Design dlx_sram_ctrl, sky130hd; sources not shown.
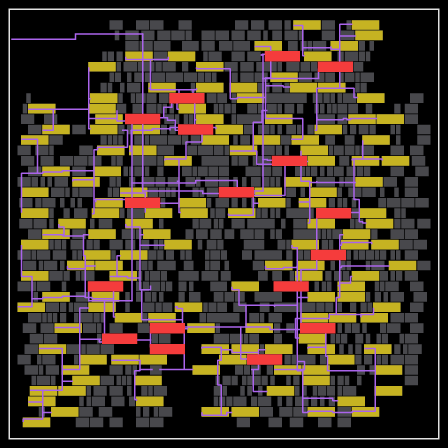
**Above:** run 1 (clock network drawn from the DEF).
Purple stands for clock wires, length 1630 um. Red stands for clock-net drivers, count 17. Yellow stands for flip-flops, count 139.
Position of the flops: all over the die.
clock share of power: 37.9%
clock network power: 2.29 mW
clk latency late pin: 420 ps
clock skew: 11.3 ps

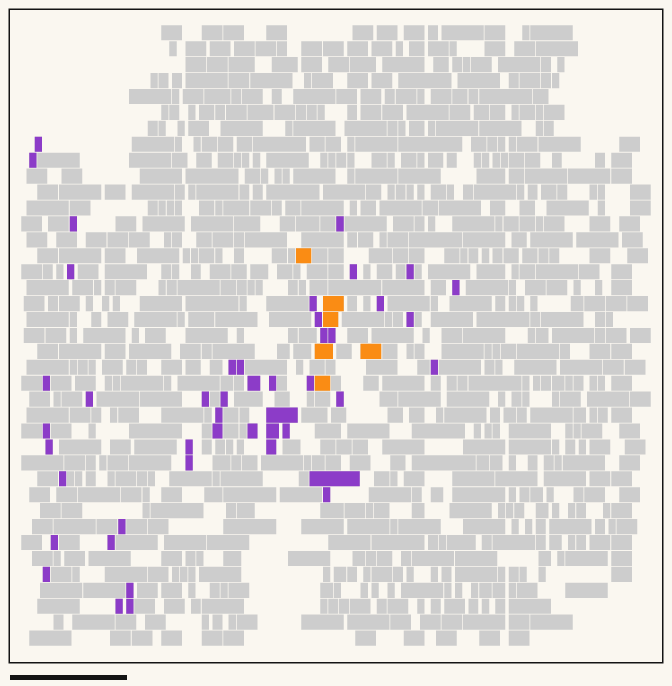
**Above:** run 1 (logic cells by family).
Bar = 20 um.
Purple stands for nor cells, cells 46. Orange stands for non-inverting ao/oa cells, cells 6, where middle.
most common logic cell in the routed design: nand2_1
Non-Filler Instances: 990
Comb/total area: 32.3%

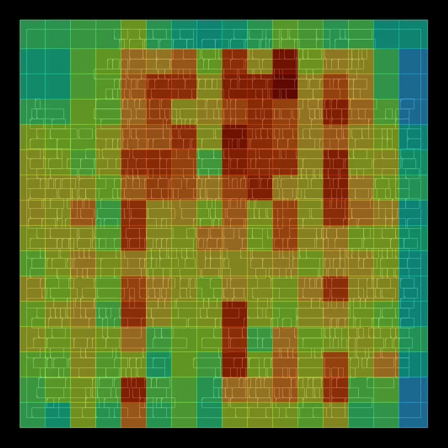
**Above:** run 1 (routing congestion).
Routed wire per std cell: 16.0 um
GRT Util Overall: 25.6%
GRT met2 Usage: 41.3%

==> impl_metrics.env, run 1 <==
# flow metrics
export IMPL_status="finished, final reports clean"
export IMPL_synth_cells=689
export IMPL_clockBufferDepth=2
export IMPL_cp_slowest_cell="or4b_2"
export IMPL_min_path_type="flop to flop"
export IMPL_endpoint_kind="flop"
export IMPL_placed_cell_area_mm2=0.00750
export IMPL_rsz0062_at_grt="no"
export IMPL_holdWs_ps=452
export IMPL_core_area_mm2=0.0114
export IMPL_finalHoldViolations=0
export IMPL_ys_seq_share_pct=48.4
export IMPL_path_max_fanout=35
export IMPL_worstPathArrival_ps=2740
export IMPL_fa_ha_area_share_pct=0
export IMPL_num_io_pins=151
export IMPL_worst_setup_path_type="input pin to flop"
export IMPL_place_ws_ps=-167
export IMPL_r2r_cells=7
export IMPL_vias_per_cell=5.47
export IMPL_antenna_found_initial=0
export IMPL_ys_sh_aoi_pct=18.8
export IMPL_drtAntennaViolNets=0
export IMPL_flop_cell="dfxtp_1"
export IMPL_fin_setup_tns_ps=0
export IMPL_synth_area_per_cell_um2=8.35
export IMPL_warnings=26
export IMPL_cts_sinks=139
export IMPL_fin_util_pct=70.9
export IMPL_fmax_ghz=0.408
export IMPL_most_common_layout_cells="nand2_1 (169), clkdlybuf4s50_1 (150), dfxtp_1 (139)"
export IMPL_routed_wl_mm=15.8
export IMPL_cp_depth=9
export IMPL_flop_area_mm2=0.00278
export IMPL_cts_root_buf="clkbuf_16"
export IMPL_numCtsBuffers=17
export IMPL_ys_ff=139
export IMPL_grt_pass1_wl_mm=25.8
export IMPL_gp_congestion=0.847
export IMPL_grt_max_degree=99
export IMPL_slowest_delay_ps=630
export IMPL_worstMarginPinSlew_ps=644
export IMPL_relSlewSlack_pct=56.9
export IMPL_drtIter0Drc=313
export IMPL_vias=5412
export IMPL_crit_chain="clkdlybuf4s50_1, or4b_2, buf_4, nand2_1, a21oi_1, o211a_1, buf_12, a21oi_1, a211oi_2"
export IMPL_syn_area_mm2=0.00575
export IMPL_overflow=0
-- run 1: report_power, final --
group / total (mW) / leakage (nW) / internal (mW) / switching, mW
logic: 1.41 / 1.71 / 0.607 / 0.807
clock network: 2.29 / 0.277 / 1.43 / 0.866
registers: 2.34 / 1.14 / 2.23 / 0.102
-- run 1: metrics by stage --
step,power (mW),std cells
2_1_floorplan,3.20,689
3_3_place_gp,3.73,959
3_5_place_dp,3.77,959
4_1_cts,6.06,990
5_1_grt,6.30,990
6_report,6.04,990
-- run 1: cell usage after synthesis (2+ instances only) --
library cell,number,area (um2)
nor3_1,3,15.0
a21oi_1,98,490
buf_1,3,11.3
dfxtp_1,139,2780
clkbuf_1,34,128
buf_4,2,15.0
a21o_1,2,15.0
nand3_1,21,105
a211oi_1,40,300
mux2_1,2,22.5
inv_1,20,75.1
nand2b_1,18,113
nor2_1,39,146
buf_6,4,45.0
a211oi_2,8,100
o211ai_1,5,37.5
o21ai_0,2,10.0
and3_1,2,12.5
buf_2,13,65.1
nand2_1,169,634
mux2i_1,34,340
xnor2_1,2,17.5
-- run 1: layout make-up --
| cell class | instances | area share, % |
|---|---|---|
| Clock inverter | 10 | 1.45 |
| Tap cell | 143 | 2.21 |
| Inverter | 21 | 0.973 |
| Timing Repair Buffer | 185 | 22.9 |
| Clock buffer | 21 | 5.81 |
| Sequential cell | 139 | 34.4 |
| Multi-Input combinational cell | 471 | 32.3 |
-- run 1: per-layer routing --
layer | GRT usage [%] | part of all wire, % | vias up
li1 | - | - | 2631
met1 | 32.5 | 43 | 2539
met2 | 41.3 | 47 | 224
met3 | 8.17 | 8.6 | 18
met4 | 8.78 | 1.3 | 0
met5 | 0 | 0 | -
--- run 2 (diff from run 1) ---
--- a/config.mk
+++ b/config.mk
@@ -10,6 +10,7 @@
 export CORE_UTILIZATION = 49
 export DETAILED_ROUTE_END_ITERATION = 8
 export PLACE_DENSITY = 0.8
+export SKIP_CTS_REPAIR_TIMING = 1
 export SYNTH_ARGS = -nofsm -noshare
 export SYNTH_HDL_FRONTEND = slang
 export SYNTH_SLANG_ARGS = --single-unit
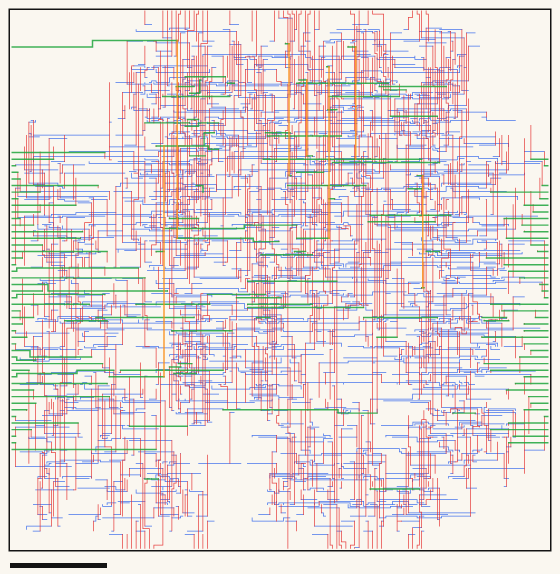
**Above:** run 2 (metal layers overlaid).
Bar = 20 um.
Red stands for M2, wire length 7510 um. Orange stands for M4, wire length 213 um. Blue stands for M1, wire length 6730 um. Green stands for M3, wire length 1360 um.
detailed-route via count: 5412
final wirelength: 15.8 mm

==> run 2 against run 1 <==
Core utilization unchanged. Fmax unchanged. Combinational power about the same. Synthesized cell count unchanged. Count of clock-buffer cells in the layout unchanged. Wire length unchanged. Die size unchanged. First-iteration DRC count unchanged. Setup slack unchanged. Total power unchanged. Critical path type unchanged. Flip-flop count unchanged. Largest cell class unchanged.
==> impl_metrics.env, run 2 <==
# flow metrics
export IMPL_switching_share_pct=29.4
export IMPL_status="finished, final reports clean"
export IMPL_worst_setup_path_type="input pin to flop"
export IMPL_drtIter0Drc=313
export IMPL_p_int_mw=4.27
export IMPL_clockBufferDepth=2
export IMPL_core_area_mm2=0.0114
export IMPL_yosys_top_cells_count="nand2_1 (169), dfxtp_1 (139), a21oi_1 (98), a211oi_1 (40), nor2_1 (39)"
export IMPL_grt_max_degree=99
export IMPL_fmax_ghz=0.408
export IMPL_syn_area_mm2=0.00575
export IMPL_fin_setup_tns_ps=0
export IMPL_place_ws_ps=-167
export IMPL_wl_per_cell_um=16.0
export IMPL_ys_sh_aoi_pct=18.8
export IMPL_gp_congestion=0.847
export IMPL_finalHoldViolations=0
export IMPL_fin_util_pct=70.9
export IMPL_yosys_area_top_type="dfxtp_1"
export IMPL_rsz0062_at_grt="no"
export IMPL_dp_cells=959
export IMPL_antenna_found_initial=0
export IMPL_met2_length_mm=7.51
export IMPL_skew_ps=11.3
export IMPL_cp_depth=9
export IMPL_vias_per_cell=5.47
export IMPL_grt_pass1_wl_mm=25.8
export IMPL_final_layout_top_logic_cell="nand2_1"
export IMPL_p_comb_share_pct=23.4
export IMPL_fa_ha_area_share_pct=0
export IMPL_cp_slowest_cell="or4b_2"
export IMPL_numCtsBuffers=17
export IMPL_drtAntennaViolNets=0
export IMPL_top_cells_by_area="dfxtp_1 (48%), nand2_1 (11%), a21oi_1 (8.5%)"
export IMPL_worstMarginPinSlew_ps=644
export IMPL_final_cells=990
export IMPL_most_common_cell="nand2_1"
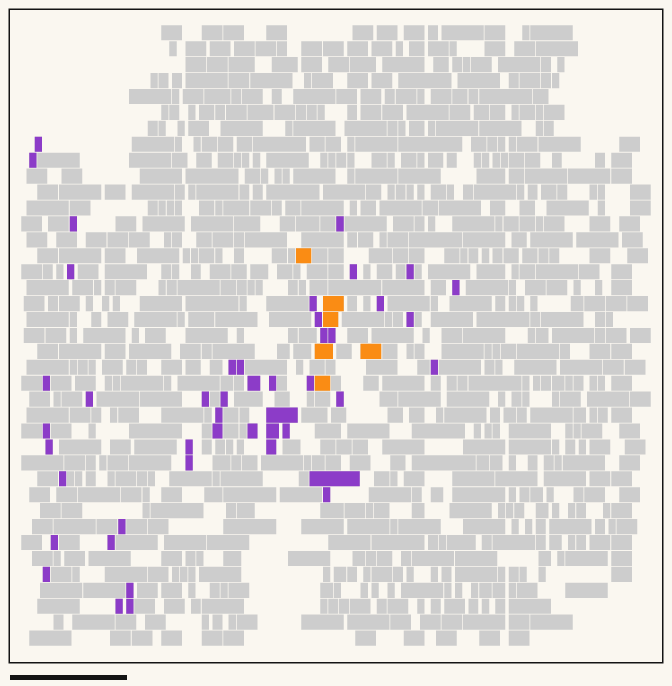
**Above:** run 2 (logic cells by family).
Bar = 20 um.
Orange stands for non-inverting ao/oa cells, cells 6, where middle. Purple stands for nor cells, cells 46.

-- run 2: layout make-up --
| class | count | area [um2] |
|---|---|---|
| tap | 143 | 179 |
| clock buffer | 21 | 470 |
| timing repair buffer | 185 | 1850 |
| clock inverter | 10 | 118 |
| multi-input combinational | 471 | 2620 |
| inverter | 21 | 78.8 |
| fill | 873 | 3320 |
| sequential | 139 | 2780 |
-- run 2: metal layers --
layer,GRT usage [%],vias to the layer above
met1,32.5,2539
met5,0,-
li1,-,2631
met3,8.17,18
met2,41.3,224
met4,8.78,0
-- run 2: metrics by stage --
| stage | hold slack (ps) | cell area (um2) | total power, mW |
|---|---|---|---|
| floorplan | 436 | 5750 | 3.20 |
| global placement | 442 | 7500 | 3.73 |
| detailed placement | 446 | 7500 | 3.77 |
| CTS | 455 | 8090 | 6.06 |
| global route | 473 | 8100 | 6.30 |
| finish | 452 | 8100 | 6.04 |
-- run 2: worst register-to-register path: cells and delay by family, from the launching register on --
family,cells,cell delay [ps]
flip-flops,1,460
buffers and inverters,1,210
AND-OR/OR-AND,4,870
AND/OR/NAND/NOR,1,540
multiplexers,1,240
-- run 2: power by group through the flow --
stage          sequential, mW  combinational, mW  clock (mW)
3_3_place_gp             2.37               1.36           0
2_1_floorplan            2.53              0.667           0
3_5_place_dp             2.38               1.40           0
5_1_grt                  2.35               1.51        2.43
4_1_cts                  2.33               1.41        2.32
6_report                 2.34               1.41        2.29
-- run 2: cells by family after synthesis --
family | count (synthesis)
muxes | 37
AOI/OAI and AO/OA | 169
xor gates and xnor gates | 3
buffers and inverters | 79
DFF | 139
and+or+nand+nor | 262
Power and IR drop assume default switching activity.
